File: src/rtl/decoder_pkg.sv
// decoder_pkg: opcode constants, FSM state encoding and control-bundle type shared by the decode stage
package decoder_pkg;

  localparam int OPC_NOP = 0;
  localparam int OPC_LD  = 1;
  localparam int OPC_ST  = 2;
  localparam int OPC_ADD = 3;
  localparam int OPC_SUB = 4;
  localparam int OPC_AND = 5;
  localparam int OPC_OR  = 6;
  localparam int OPC_XOR = 7;
  localparam int OPC_NOT = 8;
  localparam int OPC_JMP = 9;
  localparam int OPC_JZ  = 10;
  localparam int OPC_LDX = 11;

  // First opcode value with no defined instruction.
  localparam int ILLEGAL_BASE = 12;

  typedef enum logic {
    S_OP  = 1'b0,
    S_EXT = 1'b1
  } state_t;

  typedef struct packed {
    logic st_ce;
    logic ld_ce;
    logic cy_ce;
    logic acc_ce;
    logic jmp;
    logic jz;
    logic illegal;
  } ctrl_t;

endpackage

File: src/rtl/decode_lut.sv
// decode_lut: combinational opcode to control-enable mapping
//   opcode  in  OPC_W  opcode to decode
//   ctrl    out ctrl_t {st_ce, ld_ce, cy_ce, acc_ce, jmp, jz, illegal}
module decode_lut
  import decoder_pkg::*;
#(
  parameter int OPC_W = 4
) (
  input  logic [OPC_W-1:0] opcode,
  output ctrl_t            ctrl
);

  logic [31:0] w_op;

  assign w_op = 32'(opcode);

  // Illegal codes fall through every equality test, so all other enables stay 0.
  // Jumps intentionally leave acc_ce low.
  assign ctrl = '{
    st_ce:   w_op == OPC_ST,
    ld_ce:   w_op == OPC_LD || w_op == OPC_LDX,
    cy_ce:   w_op == OPC_ADD || w_op == OPC_SUB,
    acc_ce:  w_op == OPC_LD || w_op == OPC_LDX || (w_op >= OPC_ADD && w_op <= OPC_NOT),
    jmp:     w_op == OPC_JMP,
    jz:      w_op == OPC_JZ,
    illegal: w_op >= ILLEGAL_BASE
  };

endmodule

File: src/rtl/id_pipe.sv
// id_pipe: registered instruction-decode stage with valid/ready handshakes and two-word LDX
//   clk, rst_n                  clock, asynchronous active-low reset
//   flush                       synchronous kill of held output and partial LDX
//   in_valid/in_ready/in_instr  fetch-side handshake and instruction word
//   out_valid/out_ready         execute-side handshake
//   out_opcode/out_reg/out_imm  decoded fields (imm = zero-extended arg, or LDX second word)
//   st_ce..illegal              registered control enables, meaningful only with out_valid
module id_pipe
  import decoder_pkg::*;
#(
  parameter int INSTR_W = 16,
  parameter int OPC_W   = 4,
  parameter int REG_W   = 4,
  parameter int ARG_W   = 8
) (
  input  logic               clk,
  input  logic               rst_n,
  input  logic               flush,
  input  logic               in_valid,
  output logic               in_ready,
  input  logic [INSTR_W-1:0] in_instr,
  output logic               out_valid,
  input  logic               out_ready,
  output logic [OPC_W-1:0]   out_opcode,
  output logic [REG_W-1:0]   out_reg,
  output logic [INSTR_W-1:0] out_imm,
  output logic               st_ce,
  output logic               ld_ce,
  output logic               cy_ce,
  output logic               acc_ce,
  output logic               jmp,
  output logic               jz,
  output logic               illegal
);

  localparam int REG_LSB = INSTR_W - OPC_W - REG_W;

  logic [OPC_W-1:0]   w_opc;
  logic [OPC_W-1:0]   w_lut_opc;
  logic [REG_W-1:0]   w_reg;
  logic               w_accept;
  logic               w_is_ldx;
  ctrl_t              w_ctrl;

  state_t             r_state;
  logic [REG_W-1:0]   r_ldx_reg;
  logic               r_valid;
  logic [OPC_W-1:0]   r_opcode;
  logic [REG_W-1:0]   r_reg;
  logic [INSTR_W-1:0] r_imm;
  ctrl_t              r_ctrl;

  assign w_opc    = in_instr[INSTR_W-1 -: OPC_W];
  assign w_reg    = in_instr[REG_LSB +: REG_W];
  assign w_is_ldx = w_opc == OPC_W'(OPC_LDX);

  // The LDX immediate word carries no opcode, so decode the remembered LDX instead.
  assign w_lut_opc = (r_state == S_EXT) ? OPC_W'(OPC_LDX) : w_opc;

  decode_lut #(.OPC_W(OPC_W)) u_lut (
    .opcode (w_lut_opc),
    .ctrl   (w_ctrl)
  );

  // No skid buffer: ready follows out_ready combinationally; held low in reset and flush.
  assign in_ready = rst_n && !flush && (!r_valid || out_ready);
  assign w_accept = in_valid && in_ready;

  always_ff @(posedge clk or negedge rst_n) begin
    if (!rst_n) begin
      r_state   <= S_OP;
      r_ldx_reg <= '0;
      r_valid   <= 1'b0;
      r_opcode  <= '0;
      r_reg     <= '0;
      r_imm     <= '0;
      r_ctrl    <= '0;
    end else if (flush) begin
      r_state   <= S_OP;
      r_ldx_reg <= '0;
      r_valid   <= 1'b0;
    end else if (w_accept) begin
      if (r_state == S_EXT) begin
        r_state  <= S_OP;
        r_valid  <= 1'b1;
        r_opcode <= OPC_W'(OPC_LDX);
        r_reg    <= r_ldx_reg;
        r_imm    <= in_instr;
        r_ctrl   <= w_ctrl;
      end else if (w_is_ldx) begin
        // First LDX word: any held output was consumed this cycle, nothing new yet.
        r_state   <= S_EXT;
        r_ldx_reg <= w_reg;
        r_valid   <= 1'b0;
      end else begin
        r_valid  <= 1'b1;
        r_opcode <= w_opc;
        r_reg    <= w_reg;
        r_imm    <= INSTR_W'(in_instr[ARG_W-1:0]);
        r_ctrl   <= w_ctrl;
      end
    end else if (out_ready) begin
      r_valid <= 1'b0;
    end
  end

  assign out_valid  = r_valid;
  assign out_opcode = r_opcode;
  assign out_reg    = r_reg;
  assign out_imm    = r_imm;
  assign {st_ce, ld_ce, cy_ce, acc_ce, jmp, jz, illegal} = r_ctrl;

endmodule

File: config.mk
export PLATFORM = sky130hd
export DESIGN_NAME = id_pipe
export DESIGN_NICKNAME = d
export VERILOG_FILES = /design/src/rtl/decoder_pkg.sv /design/src/rtl/decode_lut.sv /design/src/rtl/id_pipe.sv
export SDC_FILE = /design/constraint.sdc
export NUM_CORES = 1
export LEC_CHECK = 0
export CAP_MARGIN = 10
export CORE_MARGIN = 2
export CORE_UTILIZATION = 46
export CTS_CLUSTER_DIAMETER = 40
export DETAILED_ROUTE_END_ITERATION = 12
export MAX_ROUTING_LAYER = met4
export PLACE_DENSITY_LB_ADDON = 0.2
export RECOVER_POWER = 50
export SKIP_LAST_GASP = 1
export SYNTH_ARGS = -nofsm -noshare
export SYNTH_HDL_FRONTEND = slang
export SYNTH_SLANG_ARGS = --single-unit
File: constraint.sdc
create_clock -name clk -period 2 [get_ports clk]
set_input_delay 0.5 -clock clk [delete_from_list [all_inputs] [get_ports clk]]
set_output_delay 0.5 -clock clk [all_outputs]
set_load 0.01 [all_outputs]
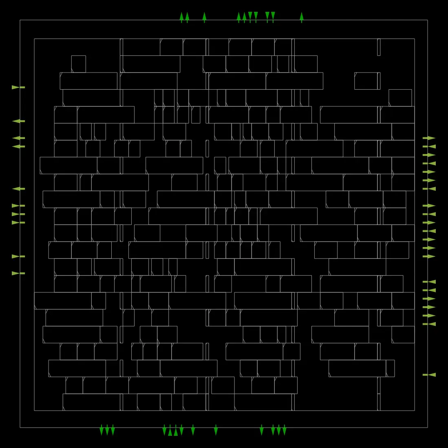
final_placement.png
final cell count without fillers: 258
fillers: 286

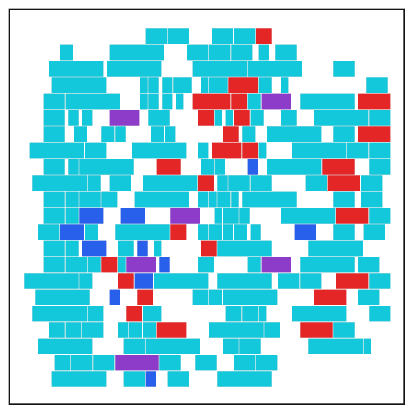
drive_strength.png
(6 px per um)
[red] drive 3 to 4 | cells: 26 | share: 12% | most used: buf_4
[purple] drive 6 and up | cells: 6 | share: 2.9% | most used: clkbuf_8
[cyan] drive 1 or less | cells: 167 | share: 80% | most used: clkdlybuf4s50_1
[blue] drive 2 | cells: 11 | share: 5.2% | most used: mux2_2

==> ci_impl_report.md <==
### Metrics collected by this job

| Metric | Value |
|---|---|
| Num CTS Buffers | `5` |
| Post-synth EDFFs | `0` |
| GP Congestion | `0.797` |
| Core Region | `0.00366 mm^2` |
| Maximum clock frequency | `537 MHz` |
| Period Utilization, post-route | `93.0%` |
| Router iterations before antenna repair | `4` |
| Distinct lib cells used | `36` |
| YS chip area | `0.00174 mm^2` |
| Maximum VDD drop | `497 uV` |
| Clock Skew | `0.00475 ns` |
| PwrDens | `760 mW/mm^2` |
| Sum Neg Setup Slack | `0 ns` |
| Syn Area/Cell | `12.0 um^2` |
| Crit path buffers/inverters | `2` |
| TritonCTS Sinks | `37` |
| Worst slack, placed | `-0.266 ns` |
| Pre-Place Util | `47.6%` |
| Die Span Y | `65.6 um` |
| Core Util, Final | `66.6%` |
| Status | `finished, final reports clean` |
| Placed insts | `250` |
| CP delay by family, top | `buffers and inverters` |
| Critical-path top delay cell | `clkdlybuf4s50_1` |
| Busiest layer in global routing | `met2` |
| IO Pins | `54` |
| Layout Nets | `230` |
| Synthesis-to-finish area growth | `39.8%` |
| Root Driver | `clkbuf_8` |
| Grt met3 use | `4.28%` |
| Cells after Synth | `145` |
| Clock Pin Slew Worst Setup and Hold Paths | `0.07 ns` |
| Dominant flop cell | `dfrtp_1` |
| R2R Path Start | `out_valid$_DFFE_PN0P_` |
| Crit end category | `primary output` |
| Total die size | `0.00430 mm^2` |
| Area leader, netlist | `dfrtp_1` |
| Post-CTS sizing | `2` |
| CP startpoint | `out_ready` |
| Synth Cell Area | `0.00174 mm^2` |
| Initial antenna violation count | `0` |
| DRC viols | `0` |
| Post-CTS Setup Inserts | `0` |
| HP Class | `in2async` |
| H-tree depth | `2` |
| Routed wire length | `3860 um` |
| Seq/Total Area, Yosys | `53.1%` |
| Final worst slack | `0.139 ns` |
| Ys cells | `145` |
| Tool Warnings | `26` |
| Ys async rst share | `100%` |
| Wire length per cell | `15.0 um` |
| Ys flops | `37` |
| Synth top cell by count | `dfrtp_1` |
| Routed via count | `1339` |
| Overall Power | `1.85 mW` |
| Iter 0 DRT Violations | `27` |
| M1 GR Usage | `21.8%` |
| Crit path DRT | `1.50 ns` |
| Synth area leaders | `dfrtp_1 53%, mux2_4 6.9%, a21o_1 4.3%` |
| Hold Worst Slack | `0.233 ns` |
| Post-route ant nets | `0` |
| Crit-path cells | `clkdlybuf4s50_1, nand2b_4, and3_1, clkbuf_2` |
| Kind of critical path | `in2out` |
| Peak per-stage delay on the critical path | `0.46 ns` |
| Num rows | `22` |
| Post-synth top area share | `53.1%` |
| Crit-path max FO | `4` |
| CP arrival | `1.36 ns` |
| Max reg flops | `16` |
| Total congestion overflow | `0` |
| Late-Pin Clk Latency | `0.29 ns` |
| GRT Total Usage | `20.1%` |
| Vias per Instance | `5.19` |
| Largest net degree at the start of global routing | `26` |
| Syn Nets | `166` |
| Synth warn | `0` |
| Layout cells sized above 1 | `20.5%` |
| R2r setup slk | `0.49 ns` |
| Top cells by count, synth | `37 x dfrtp_1, 11 x a21oi_1, 10 x a21o_1` |
| Pleak | `1.22 nW` |
| Diode count | `0` |
| Placement Cell Area | `0.00237 mm^2` |
| Startpoint type of the worst setup path | `input pin` |
| GRT met2 Usage | `35.3%` |
| Post-detail-place hpwl | `2890 um` |
| Longest Clk Path Bufs | `2` |
| First-pass GRT wire length | `6290 um` |
| Number of global-route vias before repair | `1388` |
==> cell type report <==
class                           instances  area [um^2]  share of cell area (%)
Clock inverter                          2         10.0                   0.410
Tap cell                               48         60.1                    2.46
Inverter                                4         15.0                   0.616
Timing Repair Buffer                   69          647                    26.5
Clock buffer                            6         72.6                    2.98
Multi-Input combinational cell         92          708                    29.0
Sequential cell                        37          926                    38.0
==> per-layer routing <==
metal | vias up | part of all wire (%)
met4 | 0 | 1.6
met1 | 649 | 41
met3 | 7 | 5.2
met5 | - | 0
met2 | 39 | 52
li1 | 644 | -
==> power by group <==
group,internal (mW),leakage [nW],switching [mW]
clock network,0.241,0.0450,0.252
registers,0.840,0.469,0.0507
logic,0.289,0.702,0.181
==> kinds of logic after synthesis <==
logic type / count (synthesis) / share of synthesized area (%)
AND/OR/NAND/NOR: 38 / 15.0
AND-OR/OR-AND: 38 / 14.3
flip-flops: 37 / 53.1
multiplexers: 16 / 11.8
buffers and inverters: 16 / 5.88
==> cell usage in the layout (no fill, tap or decap), drive strengths merged, types with 2 or more instances in the layout <==
master         instances
a21oi                 11
inv                    4
nand3                  3
mux2i                  4
dlygate4sd3            8
a31oi                  7
dfrtp                 37
and2b                  2
clkbuf                10
a2bb2oi                2
o21ai                  3
and3                   9
clkinv                 2
clkdlybuf4s50         43
nand2                  3
nor3                   3
nor2                   7
nor2b                  6
a21o                  10
buf                   14
mux2                  12
==> path summary, 6_finish.rpt <==
kind / end / cells after the start
worst min-delay path: out_reg[0]$_DFFE_PN0P_ / 2
min in group clk: illegal$_DFFE_PN0P_ / 1
worst max register to register: r_ldx_reg[3]$_DFFE_PN0P_ / 4
max in group asynchronous: out_opcode[3]$_DFFE_PN0P_ / 3
worst max-delay path: in_ready / 4
worst min register to register: illegal$_DFFE_PN0P_ / 1
Power figures rest on the tool's default switching activity, not on a simulated workload.
